File: config.mk
export PLATFORM = sky130hd
export DESIGN_NAME = rv32i_lsu
export DESIGN_NICKNAME = d
export VERILOG_FILES = /design/src/rtl/rv32i_lsu.sv
export SDC_FILE = /design/constraint.sdc
export NUM_CORES = 1
export LEC_CHECK = 0
export CAP_MARGIN = 20
export CORE_MARGIN = 5
export CORE_UTILIZATION = 67
export DETAILED_ROUTE_END_ITERATION = 12
export DONT_BUFFER_PORTS = 1
export PLACE_DENSITY_LB_ADDON = 0.12
export SYNTH_ARGS = -nofsm -noshare
export SYNTH_HDL_FRONTEND = slang
export SYNTH_SLANG_ARGS = --single-unit
File: constraint.sdc
create_clock -name clk -period 4 [get_ports clk]
set_input_delay 0.8 -clock clk [delete_from_list [all_inputs] [get_ports clk]]
set_output_delay 0.8 -clock clk [all_outputs]
set_load 0.005 [all_outputs]
File: src/rtl/rv32i_lsu.sv
// rv32i_lsu: load/store unit for the multi-cycle RV32I core.
// Checks alignment and funct3 legality, drives a request/grant/response
// data bus with a timeout, and returns extended load data with a done pulse.
module rv32i_lsu #(
  parameter int XLEN           = 32,
  parameter int TIMEOUT_CYCLES = 255
) (
  input  logic            clk,
  input  logic            rst,
  input  logic            start_i,
  input  logic            is_store_i,
  input  logic [2:0]      funct3_i,
  input  logic [XLEN-1:0] addr_i,
  input  logic [XLEN-1:0] wdata_i,
  output logic            busy_o,
  output logic            done_o,
  output logic [1:0]      err_code_o,
  output logic [XLEN-1:0] load_data_o,
  output logic            mem_req_o,
  output logic            mem_we_o,
  output logic [XLEN-1:0] mem_addr_o,
  output logic [3:0]      mem_be_o,
  output logic [XLEN-1:0] mem_wdata_o,
  input  logic            mem_gnt_i,
  input  logic            mem_rvalid_i,
  input  logic [XLEN-1:0] mem_rdata_i
);

  typedef enum logic [1:0] {IDLE, REQ, RSP} state_t;

  localparam logic [1:0] ERR_OK       = 2'b00;
  localparam logic [1:0] ERR_MISALIGN = 2'b01;
  localparam logic [1:0] ERR_ILLEGAL  = 2'b10;
  localparam logic [1:0] ERR_TIMEOUT  = 2'b11;

  // Counter only has to reach TIMEOUT_CYCLES-1, so clog2 of the limit is enough.
  localparam int CNT_W = (TIMEOUT_CYCLES < 2) ? 1 : $clog2(TIMEOUT_CYCLES);
  localparam logic [CNT_W-1:0] TMO_LAST = CNT_W'(TIMEOUT_CYCLES - 1);

  state_t           state;
  logic [CNT_W-1:0] tmo_cnt;
  logic [2:0]       f3_q;
  logic [1:0]       off_q;
  logic             store_q;

  logic             illegal;
  logic             misaligned;
  logic [3:0]       be_next;
  logic [XLEN-1:0]  wdata_next;
  logic [7:0]       lane_byte;
  logic [15:0]      lane_half;
  logic [XLEN-1:0]  ext_data;

  // Decode the incoming request: legality, alignment, enables and lane data.
  always_comb begin
    illegal    = 1'b0;
    misaligned = 1'b0;
    be_next    = 4'b0000;
    wdata_next = '0;
    if (is_store_i) begin
      illegal = funct3_i[2] | (funct3_i[1:0] == 2'b11);
    end else begin
      illegal = (funct3_i == 3'b011) | (funct3_i[2:1] == 2'b11);
    end
    case (funct3_i[1:0])
      2'b00: begin
        be_next    = 4'b0001 << addr_i[1:0];
        wdata_next = {4{wdata_i[7:0]}};
      end
      2'b01: begin
        be_next    = addr_i[1] ? 4'b1100 : 4'b0011;
        wdata_next = {2{wdata_i[15:0]}};
        misaligned = addr_i[0];
      end
      default: begin
        be_next    = 4'b1111;
        wdata_next = wdata_i;
        misaligned = |addr_i[1:0];
      end
    endcase
    if (!is_store_i) begin
      wdata_next = '0;
    end
  end

  // Pick the addressed lane out of the read data and extend it per funct3.
  always_comb begin
    lane_byte = 8'h00;
    lane_half = off_q[1] ? mem_rdata_i[31:16] : mem_rdata_i[15:0];
    ext_data  = '0;
    case (off_q)
      2'd0:    lane_byte = mem_rdata_i[7:0];
      2'd1:    lane_byte = mem_rdata_i[15:8];
      2'd2:    lane_byte = mem_rdata_i[23:16];
      default: lane_byte = mem_rdata_i[31:24];
    endcase
    case (f3_q)
      3'b000:  ext_data = {{24{lane_byte[7]}}, lane_byte};
      3'b001:  ext_data = {{16{lane_half[15]}}, lane_half};
      3'b010:  ext_data = mem_rdata_i;
      3'b100:  ext_data = {24'h000000, lane_byte};
      3'b101:  ext_data = {16'h0000, lane_half};
      default: ext_data = '0;
    endcase
  end

  // Access FSM: all bus and result outputs are registered here.
  always_ff @(posedge clk) begin
    if (rst) begin
      state       <= IDLE;
      tmo_cnt     <= '0;
      f3_q        <= 3'b000;
      off_q       <= 2'b00;
      store_q     <= 1'b0;
      busy_o      <= 1'b0;
      done_o      <= 1'b0;
      err_code_o  <= ERR_OK;
      load_data_o <= '0;
      mem_req_o   <= 1'b0;
      mem_we_o    <= 1'b0;
      mem_addr_o  <= '0;
      mem_be_o    <= 4'b0000;
      mem_wdata_o <= '0;
    end else begin
      done_o <= 1'b0;
      case (state)
        IDLE: begin
          if (start_i) begin
            if (illegal) begin
              done_o      <= 1'b1;
              err_code_o  <= ERR_ILLEGAL;
              load_data_o <= '0;
            end else if (misaligned) begin
              done_o      <= 1'b1;
              err_code_o  <= ERR_MISALIGN;
              load_data_o <= '0;
            end else begin
              state       <= REQ;
              busy_o      <= 1'b1;
              mem_req_o   <= 1'b1;
              mem_we_o    <= is_store_i;
              mem_addr_o  <= {addr_i[XLEN-1:2], 2'b00};
              mem_be_o    <= be_next;
              mem_wdata_o <= wdata_next;
              f3_q        <= funct3_i;
              off_q       <= addr_i[1:0];
              store_q     <= is_store_i;
              tmo_cnt     <= '0;
            end
          end
        end
        REQ, RSP: begin
          if (mem_rvalid_i && (state == RSP || mem_gnt_i)) begin
            state       <= IDLE;
            busy_o      <= 1'b0;
            mem_req_o   <= 1'b0;
            done_o      <= 1'b1;
            err_code_o  <= ERR_OK;
            load_data_o <= store_q ? '0 : ext_data;
          end else if (TIMEOUT_CYCLES != 0 && tmo_cnt == TMO_LAST) begin
            state       <= IDLE;
            busy_o      <= 1'b0;
            mem_req_o   <= 1'b0;
            done_o      <= 1'b1;
            err_code_o  <= ERR_TIMEOUT;
            load_data_o <= '0;
          end else begin
            tmo_cnt <= tmo_cnt + CNT_W'(1);
            if (state == REQ && mem_gnt_i) begin
              state     <= RSP;
              mem_req_o <= 1'b0;
            end
          end
        end
        default: state <= IDLE;
      endcase
    end
  end

endmodule

==> flow_summary.ini, run 1 <==
; yosys + openroad results
[outcome]
outcome = complete, no violations

[setup_path]
reg2reg_slack_ns = 1.48
critPathArrivalTime_ns = 2.97
reg2reg_depth = 6
critical_path_class = reg2reg
critical_path.max_stage_delay_ns = 0.56

[die]
die_w_um = 102.0
initial_utilization = 0.6904
fp.dieArea_um2 = 10410
floorplan.io_pins = 211

[synthesis]
avgSynthCellArea_um2 = 8.467
synth_top_cell_by_count = nand2_1
numSynthFlops = 119
post-synth-top-area-fraction = 0.4199
ys_async_sr_fraction = 0
flip_flops_with_a_built_in_enable = 0
yosysCellCount = 670

[drt]
wirelength_um = 16310
detailedRoute.firstIterationViolations = 233
number_of_remaining_drc_errors = 0

[power_and_ir_drop]
power.leakage_nw = 2.123
pwr_density_cell_nw_per_um2 = 549.8

[global_routing]
grt_first_pass_wirelength_um = 25530
grt_antenna_before_repair = 0
track_usage = 0.3109
pin_count_of_the_biggest_net_entering_global_routing = 81
total_grt_overflow = 0

[cts]
clock_tree.root_cell = clkbuf_8
total_clock_buffers_created_by_cts = 17
cts-resized-gates = 0

[sta]
setup-violations-final = 0
totalNegativeSetupSlack_ns = 0
period_minus_slack_ns = 2.520
max_freq_mhz = 396.8
grt_setup_unrepaired = false
setup_slack_ns = 1.480
hold_viol = 0
hold_slack_ns = 0.3533
clock-skew-final_ns = 0.006946

[cells_and_area]
areaGrowthSynthToFinish_pct = 9.263
post-route-cell-area_um2 = 6198
num_antenna_cells = 0

[place]
hpwlAfterDp_um = 11320
detailedPlace.worstSlack_ns = 1.317
inst_count_dp = 725
placed_area_um2 = 5622
routabilityCongestion = 0.9125

[hold_path]
worst_hold_path.endpoint = done_o
worst_hold_startpoint = rst

[run]
warning_count = 31
==> run 1: per-layer routing <==
| metal | vias to the layer above | GRT usage | routed length [um] |
|---|---|---|---|
| met5 | - | 0 | 0 |
| met4 | 0 | 0.1231 | 441 |
| met3 | 46 | 0.1474 | 2049 |
| met2 | 265 | 0.4978 | 7934 |
| met1 | 2386 | 0.3605 | 5884 |
| li1 | 2378 | - | - |
==> run 1: power breakdown <==
group	internal, mW	switching [mW]
clock	0.850	0.621
combinational	0.220	0.364
sequential	1.27	0.0806
==> run 1: final cells by class <==
| class | instances | area (um^2) |
|---|---|---|
| Clock buffer | 17 | 414.1 |
| Clock inverter | 15 | 155.1 |
| Fill cell | 620 | 2018 |
| Inverter | 12 | 45.04 |
| Multi-Input combinational cell | 482 | 3010 |
| Sequential cell | 119 | 2382 |
| Tap cell | 105 | 131.4 |
| Timing Repair Buffer | 8 | 60.06 |
==> run 1: cell usage in the layout (no fill, tap or decap), types with 2 or more instances in the layout <==
master	instances
a21oi_1	75
a311oi_1	3
a22oi_1	18
conb_1	2
o21ai_0	19
clkbuf_16	16
a32o_1	8
a221oi_1	7
a211oi_1	10
o2111ai_1	10
nand3_1	39
and3b_1	2
dfxtp_1	119
or3_1	2
nand4_1	2
inv_1	11
o211ai_1	12
nand3b_1	2
nand2b_1	3
or4_1	3
nand2_1	138
inv_8	2
inv_6	9
buf_4	8
nor2_1	16
and2_1	2
mux2_2	26
o2bb2ai_1	24
ha_1	7
clkinvlp_4	2
mux2i_1	22
nor3_1	4
o31ai_1	5
==> run 1: sequential cells by signal (all words and copies together), names as in the netlist <==
register and flops:
mem_be_o 4, busy_o 1, off_q 2, mem_req_o 1
done_o 1, err_code_o 2, f3_q 3, tmo_cnt 8
load_data_o 32, state 2, mem_addr_o 30, store_q 1
mem_wdata_o 32
==> run 1: worst max path at each step <==
stage / from / endpoint / slack [ns] / cells past startpoint
detailed placement: is_store_i / mem_be_o[1] / 1.32 / 5
global placement: funct3_i[2] / mem_be_o[1] / 1.42 / 5
global route: state[0] / load_data_o[13] / 1.23 / 6
finish: state[0] / load_data_o[15] / 1.48 / 6
floorplan: funct3_i[2] / mem_wdata_o[14] / 1.74 / 7
CTS: state[0] / load_data_o[15] / 1.48 / 6
==> run 1: critical path: cells and delay by family (launching register included) <==
kind	cells	cell delay [ns]
compound gates	3	0.95
simple gates	1	0.56
fa+ha+maj	1	0.44
flops	1	0.39
buf+inv	1	0.11
==> run 1: cell families (layout without fill, tap and decap cells) <==
| kind of cell | Yosys count | after routing | share of synthesized area |
|---|---|---|---|
| compound gates | 204 | 204 | 0.2450 |
| fa+ha+maj | 7 | 7 | 0.01544 |
| buf+inv | 70 | 52 | 0.05227 |
| flops | 119 | 119 | 0.4199 |
| mux | 49 | 49 | 0.09440 |
| other cells | 1 | 2 | 0.0006610 |
| simple gates | 220 | 220 | 0.1723 |
Run 1, power grid:
Drawn at 4 px/um. Pins as bars on the die edge.
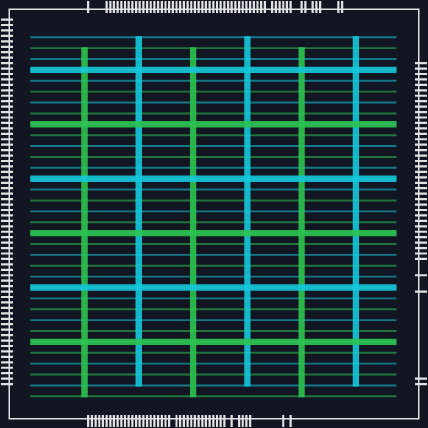
net	colour
VSS	green
VDD	cyan
signal pins	211
met1 rails	34
met4 straps	6
Placeable Area: 8217 um^2
Max IR drop VDD: 0.0003567 V
Die Height: 102.0 um

Run 1, cell classes on the final placement:
Drawn at 3 px/um. Fill, decap, tap and diode cells in grey.
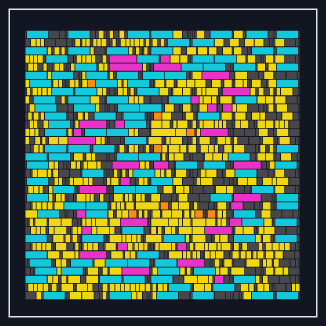
class	colour	cells	share of their area
flops	cyan	119	39%
all other logic	yellow	494	50%
clock drivers and dummy loads	magenta	32	9.4%
other buffers and delay cells	orange	8	0.99%
fraction of standard cell area that is sequential: 0.3843
Final Util: 0.7544

Run 1, clock network drawn from the DEF:
Drawn at 6 px/um.
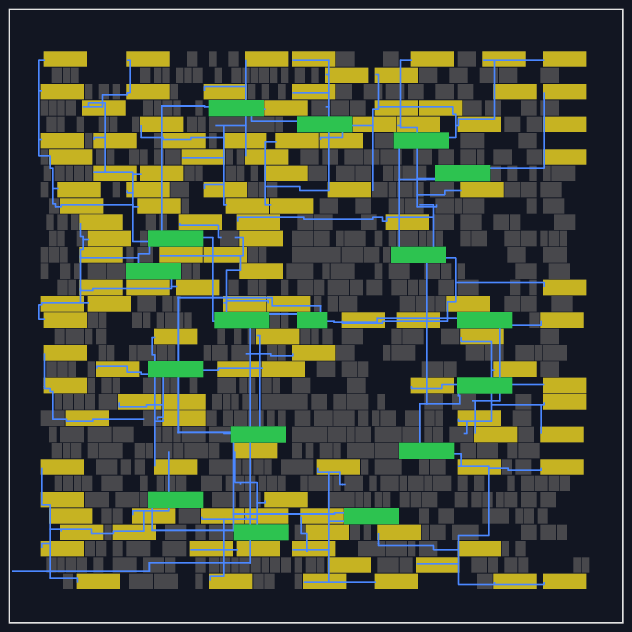
[clock wires] blue | length: 1,480 um
[flip-flops] yellow | count: 119
[cells driving clock nets] green | count: 17
flops lie	widely spread
insertion delay at the late pin of the worst-skew pair: 0.52 ns
share of total power in the clock network: 0.432
power dissipated in the clock network: 1.47 mW

Run 1, metal layers overlaid:
Drawn at 4 px/um. Only two layers are drawn.
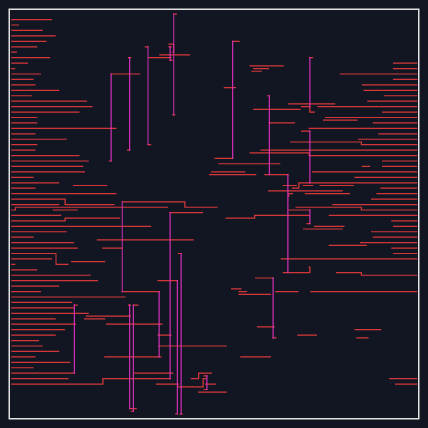
layer	colour	wire length
met4	magenta	441 um
met3	red	2,050 um

Run 1, placement view:
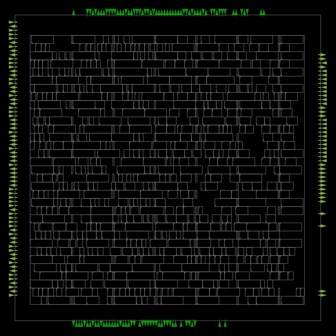

==> run 2, diff against run 1 <==
CORE_UTILIZATION = 57   (was 67)
clock period = 2.02 ns   (was 4 ns; I/O delays follow)
Run 2, placement view:
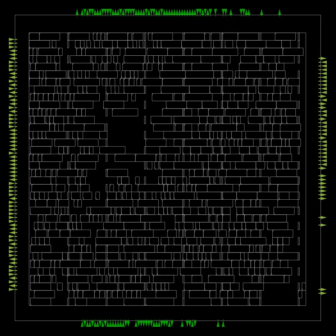
fillers: 770
Tapcell Cnt: 133
row cnt: 36
FF+latch count: 119

==> run 2 against run 1 <==
Critical endpoint is now load_data_o[2]. The flow now finishes with violations (setup timing). Via count up 4.6%. Sequential power up 99%. Final cell count up 8.7%. Critical path depth up 1. Register-to-register slack worse by 1.5 ns. Sequential share of layout area down 4.0 points. Maximum frequency up 22%. Die size up 16%. Area after synthesis unchanged. Clock skew up 0.0016 ns. Synthesized cell count unchanged. Final area up 12%.
==> flow_summary.ini, run 2 <==
; yosys + openroad results
[outcome]
outcome = finished with violations
violations = setup timing

[sta]
period_minus_slack_ns = 2.073
setup-violations-final = 32
setup_slack_ns = -0.05325
hold_slack_ns = 0.01707
hold_viol = 0
grt_setup_unrepaired = true
clock-skew-final_ns = 0.008545

[power_and_ir_drop]
max-vdd-ir-drop_v = 0.0005266
pwr_density_cell_nw_per_um2 = 1020

[global_routing]
total_grt_overflow = 0
track_usage = 0.2724
grt_first_pass_wirelength_um = 25760
grt_antenna_before_repair = 0

[synthesis]
numSynthFlops = 119
yosysCellCount = 670
flip_flops_with_a_built_in_enable = 0
synth_top_cell_by_count = nand2_1
ys_async_sr_fraction = 0

[cells_and_area]
biggestRegsByFlops = load_data_o (32), mem_wdata_o (32), mem_addr_o (30)
num_antenna_cells = 0
final_layout_top_logic_cell = nand2_1

[die]
die_w_um = 109.8
die_height_um = 109.8
floorplan.io_pins = 211
fp.dieArea_um2 = 12050

[setup_path]
critical_path_class = reg2reg
critical_path.max_stage_delay_ns = 0.41
timing.critical_path.max_delay_family = AND-OR/OR-AND gates
critical_path_buf_inv_count = 2
timing.critical_path.from = state[0]

[hold_path]
worst_hold_startpoint = addr_i[18]

[drt]
number_of_remaining_drc_errors = 0
detailedRoute.firstIterationViolations = 451

[cts]
clk-insertion-delay-late_ns = 0.53

[run]
warning_count = 32

[place]
detailedPlace.worstSlack_ns = -0.06040
Run 2, cell classes on the final placement:
Drawn at 2 px/um. Fill, decap, tap and diode cells in grey.
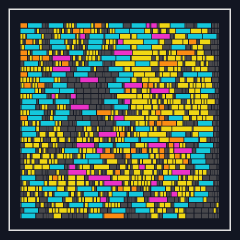
class	colour	cells	share of their area
clock drivers and dummy loads	magenta	32	8.2%
all other logic	yellow	494	49%
flops	cyan	119	35%
other buffers and delay cells	orange	46	7.2%
fraction of standard cell area that is sequential: 0.3441
Final Util: 0.7139
Placeable Area: 9729 um^2

run 2: cell count changes in the layout (fill, tap and decap cells not counted), sizes merged:
cell / before / now
buf: 8 / 30
dlygate4sd3: 0 / 14
inv: 22 / 19
clkbuf: 17 / 19
clkinvlp: 2 / 4
clkinv: 2 / 3
run 2: cells by family after synthesis:
logic type / after synthesis / synth area share
simple gates: 220 / 0.1723
other cells: 1 / 0.0006610
compound gates: 204 / 0.2450
mux: 49 / 0.09440
buf+inv: 70 / 0.05227
fa+ha+maj: 7 / 0.01544
flops: 119 / 0.4199
run 2: worst register-to-register path, stage by stage (launching register included):
cell       delay [ns]
dfxtp_4          0.36
inv_2            0.06
ha_1             0.23
o21ai_0          0.41
o2111ai_1        0.32
o21ai_2          0.17
buf_12           0.27
a32o_1           0.19
run 2: through the flow:
stage	utilization	setup TNS (ns)	area, um^2
after detailed placement	0.5984	-0.4421	5822
after floorplan	-	0	5698
after global routing	0.7139	-2.450	6945
final	0.7139	-0.8028	6945
after global placement	0.5976	0	5814
after CTS	0.6750	0	6568
run 2: final cells by class:
class	instances	area, um^2
clock inverter	15	140.1
inverter	12	47.55
sequential	119	2390
timing repair buffer	46	489.2
multi-input combinational	482	3298
clock buffer	17	414.1
fill	770	2784
tap	133	166.4
run 2: path summary, 6_finish.rpt:
| path | to | slack, ns | cells after the start |
|---|---|---|---|
| max | load_data_o[2] | -0.05 | 7 |
| min | mem_addr_o[18] | 0.02 | 2 |
| max reg2reg | load_data_o[2] | -0.05 | 7 |
| min reg2reg | mem_wdata_o[22] | 0.48 | 2 |
run 2: timing repair:
| item | in CTS | in global routing |
|---|---|---|
| pin swaps | 1 | 16 |
| buffers inserted | 0 | 5 |
| resized | 3 | 36 |
| hold endpoints to repair | 74 | 0 |
| hold buffers | 15 | 0 |
| cloned | 0 | 3 |
| setup endpoints to repair | 32 | 32 |
run 2: power breakdown:
part	switching (mW)	internal (mW)	total [mW]
registers	0.167	2.53	2.69
clock network	1.17	1.65	2.82
logic	0.902	0.667	1.57
total	2.24	4.85	7.09
run 2: routing by layer:
metal,share of wire,vias to the layer above,wire (um),GRT usage
met5,0,-,0,0
met3,0.12,45,2068,0.1233
met1,0.36,2546,6280,0.3014
met2,0.49,258,8594,0.4525
li1,-,2457,-,-
met4,0.025,0,426,0.1149
Power and IR drop assume default switching activity.
